[src/rtl/noise_inj_pkg.sv]
// Shared state encoding and lane arithmetic helpers for the noise table injector.
// NOISE_INJ_SAT_EN adds a saturating adder; without it lanes wrap in two's complement.
package noise_inj_pkg;

    typedef enum logic [1:0] {
        IDLE  = 2'd0,
        LOAD  = 2'd1,
        DRAIN = 2'd2,
        READY = 2'd3
    } state_t;

`ifdef NOISE_INJ_SAT_EN
    function automatic int sat_add(input int a, input int b, input int w);
        int s;
        int hi;
        int lo;
        s  = a + b;
        hi = (1 << (w - 1)) - 1;
        lo = -(1 << (w - 1));
        if (s > hi) return hi;
        if (s < lo) return lo;
        return s;
    endfunction
`endif

endpackage

[src/rtl/noise_lane_add.sv]
// Single signed lane adder, purely combinational, no flow control.
// NOISE_INJ_SAT_EN selects clamping to the signed range; otherwise the sum wraps.
module noise_lane_add #(
    parameter int SAMPLE_W = 8
) (
    input  logic [SAMPLE_W-1:0] a_i,
    input  logic [SAMPLE_W-1:0] b_i,
    output logic [SAMPLE_W-1:0] sum_o
);

`ifdef NOISE_INJ_SAT_EN
    assign sum_o = SAMPLE_W'(noise_inj_pkg::sat_add(int'($signed(a_i)), int'($signed(b_i)), SAMPLE_W));
`else
    // Low SAMPLE_W bits of the widened sum are exactly the wrapped result.
    assign sum_o = a_i + b_i;
`endif

endmodule

[src/rtl/noise_table_injector.sv]
// Loads a noise table from a wide memory read port, then adds table noise to N_CH lanes with 1-cycle latency.
// No backpressure: valid-only stream; NOISE_INJ_SAT_EN selects saturating instead of wrapping lane sums.
module noise_table_injector
    import noise_inj_pkg::*;
#(
    parameter int SAMPLE_W  = 8,
    parameter int MEM_W     = 64,
    parameter int DEPTH     = 128,
    parameter int N_CH      = 1,
    parameter int ADDR_W    = 14,
    parameter int ADDR_STEP = 4,
    parameter int MEM_LAT   = 1
) (
    input  logic                     clk,
    input  logic                     rstn,
    input  logic                     load_start,
    input  logic [ADDR_W-1:0]        base_addr,
    output logic [ADDR_W-1:0]        mem_addr,
    output logic                     mem_rd,
    input  logic [MEM_W-1:0]         mem_rdata,
    output logic                     load_done,
    input  logic                     en,
    input  logic [N_CH*SAMPLE_W-1:0] noise_in,
    input  logic                     noise_in_valid,
    output logic [N_CH*SAMPLE_W-1:0] noise_out,
    output logic                     noise_out_valid
);

    localparam int SPW    = MEM_W / SAMPLE_W;
    localparam int NW     = DEPTH / SPW;
    localparam int PTR_W  = $clog2(DEPTH);
    localparam int WCNT_W = $clog2(NW + 1);
    localparam int LW     = N_CH * SAMPLE_W;

    state_t              state_q, state_d;
    logic [ADDR_W-1:0]   mem_addr_q, mem_addr_d;
    logic                mem_rd_q, mem_rd_d;
    logic [WCNT_W-1:0]   rd_cnt_q, rd_cnt_d;
    logic [WCNT_W-1:0]   wr_cnt_q, wr_cnt_d;
    logic [MEM_LAT-1:0]  vld_sr_q, vld_sr_d;
    logic                load_done_q, load_done_d;
    logic [PTR_W-1:0]    ptr_q, ptr_d;
    logic [LW-1:0]       noise_out_q, noise_out_d;
    logic                noise_out_valid_q;
    logic                capture;
    logic                add_en;
    logic                last_word;

    logic [SAMPLE_W-1:0] table_q [DEPTH];

    // A return is only taken while a load is live; restarts discard anything in flight.
    assign capture   = vld_sr_q[MEM_LAT-1] && !load_start && (state_q == LOAD || state_q == DRAIN);
    assign last_word = (wr_cnt_q == WCNT_W'(NW - 1));
    assign add_en    = en && load_done_q;

    always_comb begin
        state_d     = state_q;
        mem_addr_d  = mem_addr_q;
        mem_rd_d    = 1'b0;
        rd_cnt_d    = rd_cnt_q;
        wr_cnt_d    = wr_cnt_q;
        vld_sr_d    = MEM_LAT'({vld_sr_q, mem_rd_q});
        load_done_d = load_done_q;

        if (capture) begin
            wr_cnt_d = wr_cnt_q + WCNT_W'(1);
            if (last_word) begin
                load_done_d = 1'b1;
            end
        end

        case (state_q)
            IDLE: begin
            end
            LOAD: begin
                if (rd_cnt_q != WCNT_W'(NW)) begin
                    mem_rd_d   = 1'b1;
                    mem_addr_d = mem_addr_q + ADDR_W'(ADDR_STEP);
                    rd_cnt_d   = rd_cnt_q + WCNT_W'(1);
                end else begin
                    state_d = DRAIN;
                end
            end
            DRAIN: begin
                if (capture && last_word) begin
                    state_d = READY;
                end
            end
            READY: begin
            end
            default: state_d = IDLE;
        endcase

        // The first read of a new load is presented on the cycle right after the pulse.
        if (load_start) begin
            state_d     = LOAD;
            mem_rd_d    = 1'b1;
            mem_addr_d  = base_addr;
            rd_cnt_d    = WCNT_W'(1);
            wr_cnt_d    = '0;
            vld_sr_d    = '0;
            load_done_d = 1'b0;
        end
    end

    always_comb begin
        ptr_d = ptr_q;
        if (noise_in_valid && add_en) begin
            ptr_d = ptr_q + PTR_W'(N_CH);
        end
        if (load_start) begin
            ptr_d = '0;
        end
    end

    for (genvar c = 0; c < N_CH; c++) begin : g_lane
        logic [PTR_W-1:0]    idx;
        logic [SAMPLE_W-1:0] sum;

        assign idx = ptr_q + PTR_W'(c);

        noise_lane_add #(
            .SAMPLE_W (SAMPLE_W)
        ) u_add (
            .a_i   (noise_in[c*SAMPLE_W +: SAMPLE_W]),
            .b_i   (table_q[idx]),
            .sum_o (sum)
        );

        assign noise_out_d[c*SAMPLE_W +: SAMPLE_W] = add_en ? sum : noise_in[c*SAMPLE_W +: SAMPLE_W];
    end

    always_ff @(posedge clk) begin
        if (!rstn) begin
            state_q           <= IDLE;
            mem_addr_q        <= '0;
            mem_rd_q          <= 1'b0;
            rd_cnt_q          <= '0;
            wr_cnt_q          <= '0;
            vld_sr_q          <= '0;
            load_done_q       <= 1'b0;
            ptr_q             <= '0;
            noise_out_q       <= '0;
            noise_out_valid_q <= 1'b0;
        end else begin
            state_q           <= state_d;
            mem_addr_q        <= mem_addr_d;
            mem_rd_q          <= mem_rd_d;
            rd_cnt_q          <= rd_cnt_d;
            wr_cnt_q          <= wr_cnt_d;
            vld_sr_q          <= vld_sr_d;
            load_done_q       <= load_done_d;
            ptr_q             <= ptr_d;
            noise_out_q       <= noise_out_d;
            noise_out_valid_q <= noise_in_valid;
        end
    end

    // Table storage carries no reset; it is only read once a full load has landed.
    always_ff @(posedge clk) begin
        if (capture && rstn) begin
            for (int j = 0; j < SPW; j++) begin
                table_q[PTR_W'(wr_cnt_q) * PTR_W'(SPW) + PTR_W'(j)] <= mem_rdata[j*SAMPLE_W +: SAMPLE_W];
            end
        end
    end

    assign mem_addr        = mem_addr_q;
    assign mem_rd          = mem_rd_q;
    assign load_done       = load_done_q;
    assign noise_out       = noise_out_q;
    assign noise_out_valid = noise_out_valid_q;

endmodule

[config.mk]
export PLATFORM = sky130hd
export DESIGN_NAME = noise_table_injector
export DESIGN_NICKNAME = d
export VERILOG_FILES = /design/src/rtl/noise_inj_pkg.sv /design/src/rtl/noise_lane_add.sv /design/src/rtl/noise_table_injector.sv
export SDC_FILE = /design/constraint.sdc
export NUM_CORES = 1
export LEC_CHECK = 0
export CAP_MARGIN = 15
export CORE_ASPECT_RATIO = 0.8
export CORE_MARGIN = 4
export CORE_UTILIZATION = 45
export DETAILED_ROUTE_END_ITERATION = 10
export PLACE_DENSITY_LB_ADDON = 0.1
export SLEW_MARGIN = 20
export SYNTH_ARGS = -nofsm -noshare
export SYNTH_HDL_FRONTEND = slang
export SYNTH_SLANG_ARGS = --single-unit
[constraint.sdc]
create_clock -name clk -period 9.9 [get_ports clk]
set_clock_uncertainty 0.15 [all_clocks]
set_input_delay 1.98 -clock clk [delete_from_list [all_inputs] [get_ports clk]]
set_output_delay 1.98 -clock clk [all_outputs]
set_load 0.1 [all_outputs]
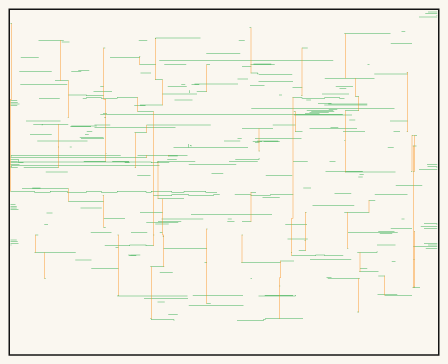
Fig. 1. Wiring by layer.
Two of the layers only.
green -> metal 3  # wire length 4930 um
orange -> metal 4  # wire length 1720 um
DR WL/cell: 27.9 um
vias: 18826

==> out/results.ini <==
[synth]
common_cells=edfxtp_1, mux4_2, dfxtp_1, nor2_1, nand2_1
ys_sh_xor=0.00635
yosys.cell_count.top_type=edfxtp_1
yosysTopAreaCell=edfxtp_1
logic_family=multiplexers
syn_avg_cell_area_um2=23.2
ys_sh_simple=0.0201
ys.flops=1076
ys_warn_count=0
synth-edff-count=1024
ys_sh_aoi=0.00801
muxShareOfSynthArea=0.180

[place]
gp_congestion=0.718
numPortBuffers=115
placed_area_um2=44100

[layout]
layout_top_cells=edfxtp_1, mux4_2, clkdlybuf4s50_1
drive_gt1_frac=0.263
syn2layout_area_growth_pct=14.7
final_area_um2=47500
nNetsFinal=2068

[run_status]
run_status=finished clean

[grt]
grtUsageTotal=0.190
grt_overflow=0
busiest_layer=met2
met2_usage=0.307

[setup_path]
cpPeakStageDelay_ns=0.75
cpMostUsedCell=mux4_2
critPathKind=register to register
cp.buffers_inverters=2
critPathRequiredTime_ns=10.33
reg2reg_slack_ns=3.96

[die]
rows=99
pin_count=116
initCoreUtil=0.454

[clocking]
cts_tree=built
clock_path_buffers=3
post_cts_resize_count=0
cts_htree_levels=3
post-cts-setup-buffer-count=0

[timing]
worst_slew_margin_rel=0.273
hold_violations=0
setup_tns_ns=0
finalCritPeriodShare=0.600
finalSetupViolCount=0

[route]
first_iter_violations=1658
first_pass_iters=5
viasPerCell=5.78

[flow_run]
cap_violations=0

[power]
ir_drop_mv=0.139
cellPowerDensity_nw_per_um2=192

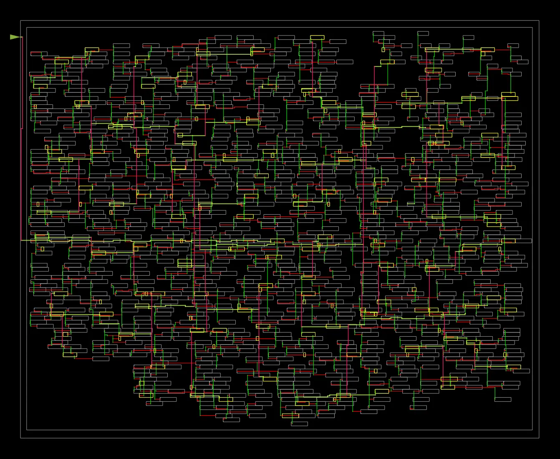
Fig. 2. Clock nets.
clock sink count: 1076
TritonCTS Buffers: 106
clk latency late pin: 0.67 ns

-- flip-flops by register name, summed over array words and instances (netlist names), named ones only --
signal / count
noise_out: 8
load_done: 1
vld_sr_q: 1
mem_rd: 1
mem_addr: 14
wr_cnt_q: 5
rd_cnt_q: 5
ptr_q: 7
noise_out_valid: 1
state_q: 2
table_q: 1024
-- per-stage QoR --
| step | utilization | worst slack (ns) | std cells | hold slack, ns |
|---|---|---|---|---|
| after floorplan | - | 2.38 | 1788 | 0.312 |
| after global placement | 0.483 | 3.77 | 3060 | 0.306 |
| after detailed placement | 0.483 | 3.63 | 3060 | 0.296 |
| after CTS | 0.521 | 3.76 | 3252 | 0.313 |
| after global routing | 0.521 | 3.42 | 3254 | 0.338 |
| final | 0.521 | 3.96 | 3256 | 0.310 |
-- area by class of cell --
class	instances	area [um2]	area share
multi-input combinational	609	9250	0.195
sequential	1076	31800	0.669
antenna	2	5.00	0.000105
timing repair buffer	153	1510	0.0317
clock inverter	59	634	0.0134
inverter	12	45.0	0.000948
clock buffer	133	2750	0.0580
tap	1212	1520	0.0319
-- final timing paths --
check            from      endpoint  depth (start not counted)
max          register  noise_out[7]                         13
min            mem_rd      vld_sr_q                          2
max reg2reg  register  noise_out[7]                         13
min reg2reg    mem_rd      vld_sr_q                          2
-- where the power goes --
group	switching, mW	internal, mW	total (mW)
clock network	1.66	2.28	3.94
registers	0.00594	4.99	4.99
logic	0.153	0.0554	0.208
total	1.82	7.32	9.15
-- per-layer routing --
metal | wire length, um | share of wire | vias to the layer above
met5 | 31 | 0.00034 | -
met4 | 1720 | 0.019 | 4
met3 | 4930 | 0.054 | 124
met2 | 44600 | 0.49 | 459
met1 | 39600 | 0.44 | 10308
li1 | - | - | 7931
Power figures rest on the tool's default switching activity, not on a simulated workload.
